==> images/m1.png <==
The bar under the picture is 20 um long.
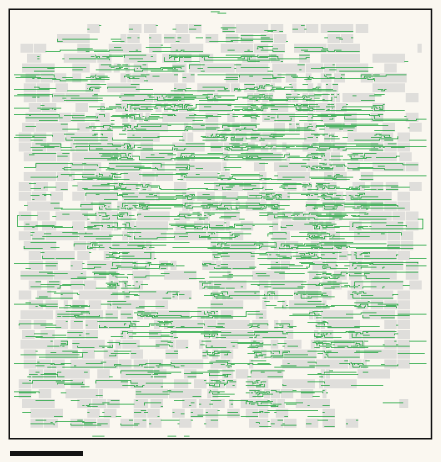
==> images/m2.png <==
The bar under the picture is 20 um long.
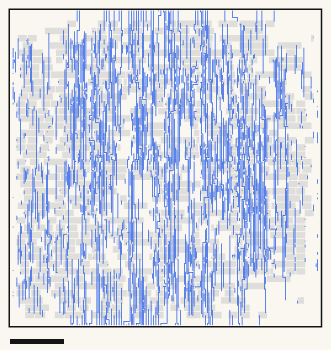
$ cat src/rtl/mem_access_unit.sv
// Byte/half/word load-store sequencer in front of a word-only data memory (RMW for sub-word stores).
// Latency from accept edge k: misaligned k+1, load and word store k+2, sub-word store k+3.
// Backpressure: req_ready is high only in IDLE, one request in flight. Optional MAU_STATS_EN adds ld/st counters.
module mem_access_unit #(
   parameter int ADDR_W = 32
) (
   input  logic              clk,
   input  logic              rst_n,
   input  logic              req_valid,
   output logic              req_ready,
   input  logic              req_write,
   input  logic [1:0]        req_size,
   input  logic              req_unsigned,
   input  logic [ADDR_W-1:0] req_addr,
   input  logic [31:0]       req_wdata,
   output logic              resp_valid,
   output logic [31:0]       resp_rdata,
   output logic              resp_misaligned,
   output logic [31:0]       mem_address,
   output logic [31:0]       mem_writeData,
   output logic              mem_memWrite,
   output logic              mem_memRead,
   input  logic [31:0]       mem_readData
`ifdef MAU_STATS_EN
   ,
   output logic [15:0]       ld_count,
   output logic [15:0]       st_count
`endif
);

   typedef enum logic [2:0] {
      S_IDLE, S_LOAD_RD, S_STORE_RD, S_STORE_WR, S_RESP
   } state_t;

   state_t      state, next_state;
   logic        accept, misaligned;
   logic [31:0] word_addr;

   // Latched request fields used after the accept edge
   logic        lat_write;
   logic [1:0]  lat_size;
   logic        lat_unsigned;
   logic [1:0]  lat_addr_lo;
   logic [15:0] lat_wdata;

   // Pull the addressed lane out of a memory word and extend it to 32 bits
   function automatic logic [31:0] load_extract(input logic [31:0] w, input logic [1:0] lo,
                                                input logic [1:0] sz, input logic uns);
      logic [7:0]  b;
      logic [15:0] h;
      b = w[8*lo +: 8];
      h = w[16*lo[1] +: 16];
      case (sz)
         2'b00:   return uns ? {24'h0, b} : {{24{b[7]}}, b};
         2'b01:   return uns ? {16'h0, h} : {{16{h[15]}}, h};
         default: return w;
      endcase
   endfunction

   // Replace only the addressed lane of the read word with the store data
   function automatic logic [31:0] store_merge(input logic [31:0] w, input logic [1:0] lo,
                                               input logic [1:0] sz, input logic [15:0] wd);
      logic [31:0] m;
      m = w;
      if (sz == 2'b00) m[8*lo +: 8] = wd[7:0];
      else             m[16*lo[1] +: 16] = wd;
      return m;
   endfunction

   // Accept decode, alignment check and word-address formation
   always_comb begin
      accept     = req_valid && (state == S_IDLE);
      misaligned = (req_size == 2'b11) ||
                   ((req_size == 2'b01) && req_addr[0]) ||
                   ((req_size == 2'b10) && (req_addr[1:0] != 2'b00));
      word_addr  = '0;
      word_addr[ADDR_W-3:0] = req_addr[ADDR_W-1:2];
   end

   // Next-state selection
   always_comb begin
      next_state = state;
      case (state)
         S_IDLE: begin
            if (accept) begin
               if (misaligned)              next_state = S_RESP;
               else if (!req_write)         next_state = S_LOAD_RD;
               else if (req_size == 2'b10)  next_state = S_STORE_WR;
               else                         next_state = S_STORE_RD;
            end
         end
         S_LOAD_RD:  next_state = S_RESP;
         S_STORE_RD: next_state = S_STORE_WR;
         S_STORE_WR: next_state = S_RESP;
         default:    next_state = S_IDLE;
      endcase
   end

   // State register
   always_ff @(posedge clk or negedge rst_n) begin
      if (!rst_n) state <= S_IDLE;
      else        state <= next_state;
   end

   // Registered strobes, handshake outputs and datapath; strobes are decoded from next_state
   // so the memory sees clean flop outputs for the whole cycle
   always_ff @(posedge clk or negedge rst_n) begin
      if (!rst_n) begin
         req_ready       <= 1'b1;
         resp_valid      <= 1'b0;
         resp_rdata      <= '0;
         resp_misaligned <= 1'b0;
         mem_address     <= '0;
         mem_writeData   <= '0;
         mem_memWrite    <= 1'b0;
         mem_memRead     <= 1'b0;
         lat_write       <= 1'b0;
         lat_size        <= '0;
         lat_unsigned    <= 1'b0;
         lat_addr_lo     <= '0;
         lat_wdata       <= '0;
      end else begin
         req_ready    <= (next_state == S_IDLE);
         resp_valid   <= (next_state == S_RESP);
         mem_memRead  <= (next_state == S_LOAD_RD) || (next_state == S_STORE_RD);
         mem_memWrite <= (next_state == S_STORE_WR);
         case (state)
            S_IDLE: begin
               if (accept) begin
                  lat_write       <= req_write;
                  lat_size        <= req_size;
                  lat_unsigned    <= req_unsigned;
                  lat_addr_lo     <= req_addr[1:0];
                  lat_wdata       <= req_wdata[15:0];
                  resp_rdata      <= '0;
                  resp_misaligned <= misaligned;
                  // Misaligned requests never touch the memory port
                  if (!misaligned) mem_address <= word_addr;
                  if (!misaligned && req_write && (req_size == 2'b10)) mem_writeData <= req_wdata;
               end
            end
            S_LOAD_RD:  resp_rdata <= load_extract(mem_readData, lat_addr_lo, lat_size, lat_unsigned);
            S_STORE_RD: mem_writeData <= store_merge(mem_readData, lat_addr_lo, lat_size, lat_wdata);
            S_RESP: begin
               resp_rdata      <= '0;
               resp_misaligned <= 1'b0;
            end
            default: ;
         endcase
      end
   end

`ifdef MAU_STATS_EN
   // Completed-access counters, bumped as the response cycle closes; wrap naturally
   always_ff @(posedge clk or negedge rst_n) begin
      if (!rst_n) begin
         ld_count <= '0;
         st_count <= '0;
      end else if ((state == S_RESP) && !resp_misaligned) begin
         if (lat_write) st_count <= st_count + 16'd1;
         else           ld_count <= ld_count + 16'd1;
      end
   end
`endif

endmodule

$ cat config.mk
export PLATFORM = sky130hd
export DESIGN_NAME = mem_access_unit
export DESIGN_NICKNAME = d
export VERILOG_FILES = /design/src/rtl/mem_access_unit.sv
export SDC_FILE = /design/constraint.sdc
export NUM_CORES = 1
export LEC_CHECK = 0
export CAP_MARGIN = 5
export CORE_AREA = 2 2 114 116
export CTS_BUF_LIST = sky130_fd_sc_hd__clkbuf_8
export DETAILED_ROUTE_END_ITERATION = 16
export DIE_AREA = 0 0 116 118
export GPL_ROUTABILITY_DRIVEN = 0
export PLACE_DENSITY_LB_ADDON = 0.12
export SLEW_MARGIN = 20
export SYNTH_ARGS = -nofsm -noshare
export SYNTH_HDL_FRONTEND = slang
export SYNTH_SLANG_ARGS = --single-unit
$ cat constraint.sdc
create_clock -name clk -period 6.3 [get_ports clk]
set_input_delay 0.63 -clock clk [delete_from_list [all_inputs] [get_ports clk]]
set_output_delay 0.63 -clock clk [all_outputs]
set_load 0.1 [all_outputs]
==> job_summary.md <==
### Flow metrics

| Metric | Value |
|---|---|
| Status | completed |
| Fin crit period | 2930 ps |
| # H-tree levels | 4 |
| Clk sinks | 123 |
| Setup crit start kind | primary input |
| Initial antenna violation count | 0 |
| Drt via density | 5.90 |
| WHS | 203 ps |
| Top Ports | 204 |
| Ys Warns | 0 |
| Synth unique cells | 51 |
| Ys flops | 123 |
| DP Cell Count | 873 |
| FA/HA/MAJ Cells, Area Fraction | 1.05% |
| First-pass GRT wire length | 28.8 mm |
| Crit. End Element | flip-flop |
| Worst Path Required | 6630 ps |
| Fp_density | 48.0% |
| Dpl cell area | 8040 um^2 |
| Syn-to-layout area delta | 41.7% |
| Pin count of the biggest net entering global routing | 73 |
| Critical path launch point | req_valid |
| Least-Margin Pin Slew | 1030 ps |
| Final Skew | 10.6 ps |
| Routed len/inst | 20.3 um |
| Number of enable flip-flop cells | 0 |
| Top logic family | AND-OR/OR-AND gates |
| Most frequent cell after synthesis | dfrtp_1 |
| Post-Syn Instances | 537 |
| Worst reg2reg endpoint | mem_writeData[24] |
| Die height | 118 um |
| Mapped Area | 5960 um^2 |
| CTS tree | done |
| Dpl ws | 2750 ps |
| FMAX | 0.341 GHz |
| Most common logic cells in the final layout | clkdlybuf4s50_1, dfrtp_1, nand2_1 |
| Post-CTS setup buffer count | 0 |
| Layout Cells excl Fill | 905 |
| Insertion Delay late pin | 450 ps |
| Fin. max-slew vios | 0 |
| Arr. time, crit path | 3260 ps |
| Sequential share of the synthesized area | 51.6% |
| Setup TNS | 0 ps |
| Layout Nets | 828 |
| Post-cts repair resize count | 0 |
| Core area | 12400 um^2 |
| Total GRT Usage | 27.4% |
| Largest cells by area after synthesis | dfrtp_1, mux2_2, a221o_1 |
| MUX share of area | 11.4% |
| Die ar. | 13700 um^2 |
| Layout cells sized above 1 | 13.6% |
| R2R Setup Slk | 3420 ps |
| Worst path slowest cell | o211a_1 |
| Setup crit end | mem_writeData[15] |
| TritonCTS buffer count | 17 |
| DRC | 0 |
| Yosys Chip Area | 5960 um^2 |
| Largest regs | mem_writeData: 32 flops, resp_rdata: 32 flops, mem_address: 30 flops |
| Post-synthesis simple-gate area fraction | 8.73% |
| Most common reg cell | dfrtp_1 |
| Row Count | 41 |
| Fin area | 8450 um^2 |
| Initial detailed-routing violation count | 451 |
| Post-Route WL | 18.4 mm |
| RR Startpoint | lat_addr_lo[1] |
| XOR/XNOR Area Share | 0% |
| Crit-path cells | clkdlybuf4s50_1 > nor4b_2 > buf_4 > o211a_1 > nor2_2 > a221o_1 |
| Area leader share | 51.2% |
| Total gr overflow | 0 |
| Crit Path Class | in2reg |
| Crit path max fanout | 26 |
| Final Util | 68.1% |
| Hold WC Path Type | in2async |
| Final hold violations | 0 |
| Hold_buf cts | 0 |
| Die Width | 116 um |
| Final setup violation count | 0 |
| # Max-Cap Violations | 0 |
| Synth cell count leaders | dfrtp_1, nand2_1, mux2_2 |
| Setup ws final | 3370 ps |
| Vias | 5337 |
| CTS clk-pin slew, worst paths | 80 ps |
| Number of global-route vias before repair | 5481 |
| Max stage delay on crit path | 780 ps |
| Aoi share | 22.1% |
| Remaining antenna violation count | 0 |
| Mean post-synth cell area | 11.1 um^2 |
| Final period util | 46.6% |
| Hpwl dp | 13.4 mm |
| RSZ-0062 raised after global routing | false |
| Post-synth top area cell | dfrtp_1 |
| Clk root buf | clkbuf_8 |
| Max-slew headroom | 31.3% |
| Stage-log warning count | 30 |
| Register-to-Register Path Depth | 7 |
| Synth async-reset ratio | 100% |
| Clock tree buffer depth | 2 |
| DRT Pass-1 Iters | 5 |
| Port bufs | 201 |
| N_diodes | 0 |
| Number of cells in Yosys stat | 537 |
| Most frequent logic cell in the layout | clkdlybuf4s50_1 |
-- m1.png (at the start) --
wire length on this layer: 7350 um
share of all routed wire: 40%

-- m2.png (at the start) --
longest straight run: 67.3 um
wire length on this layer: 8750 um
nets with wire on the layer: 746
share of all routed wire: 48%

## routing by layer
metal	wire length, um	up-vias	track usage [%]
met4	655	0	12.1
met2	8750	258	43.7
li1	-	2395	-
met5	0	-	0
met1	7350	2637	34.0
met3	1620	47	8.44
## worst max-delay path: cells and delay by family
kind	cells	cell delay (ps)
AND-OR/OR-AND	2	1150
buffers and inverters	2	890
AND/OR/NAND/NOR	2	580
## final cells by class
cell class	instances	area, um^2
fill	981	3960
sequential	123	3080
multi-input combinational	347	2620
timing repair buffer	206	2050
clock buffer	18	248
tap	172	215
clock inverter	14	154
inverter	25	93.8
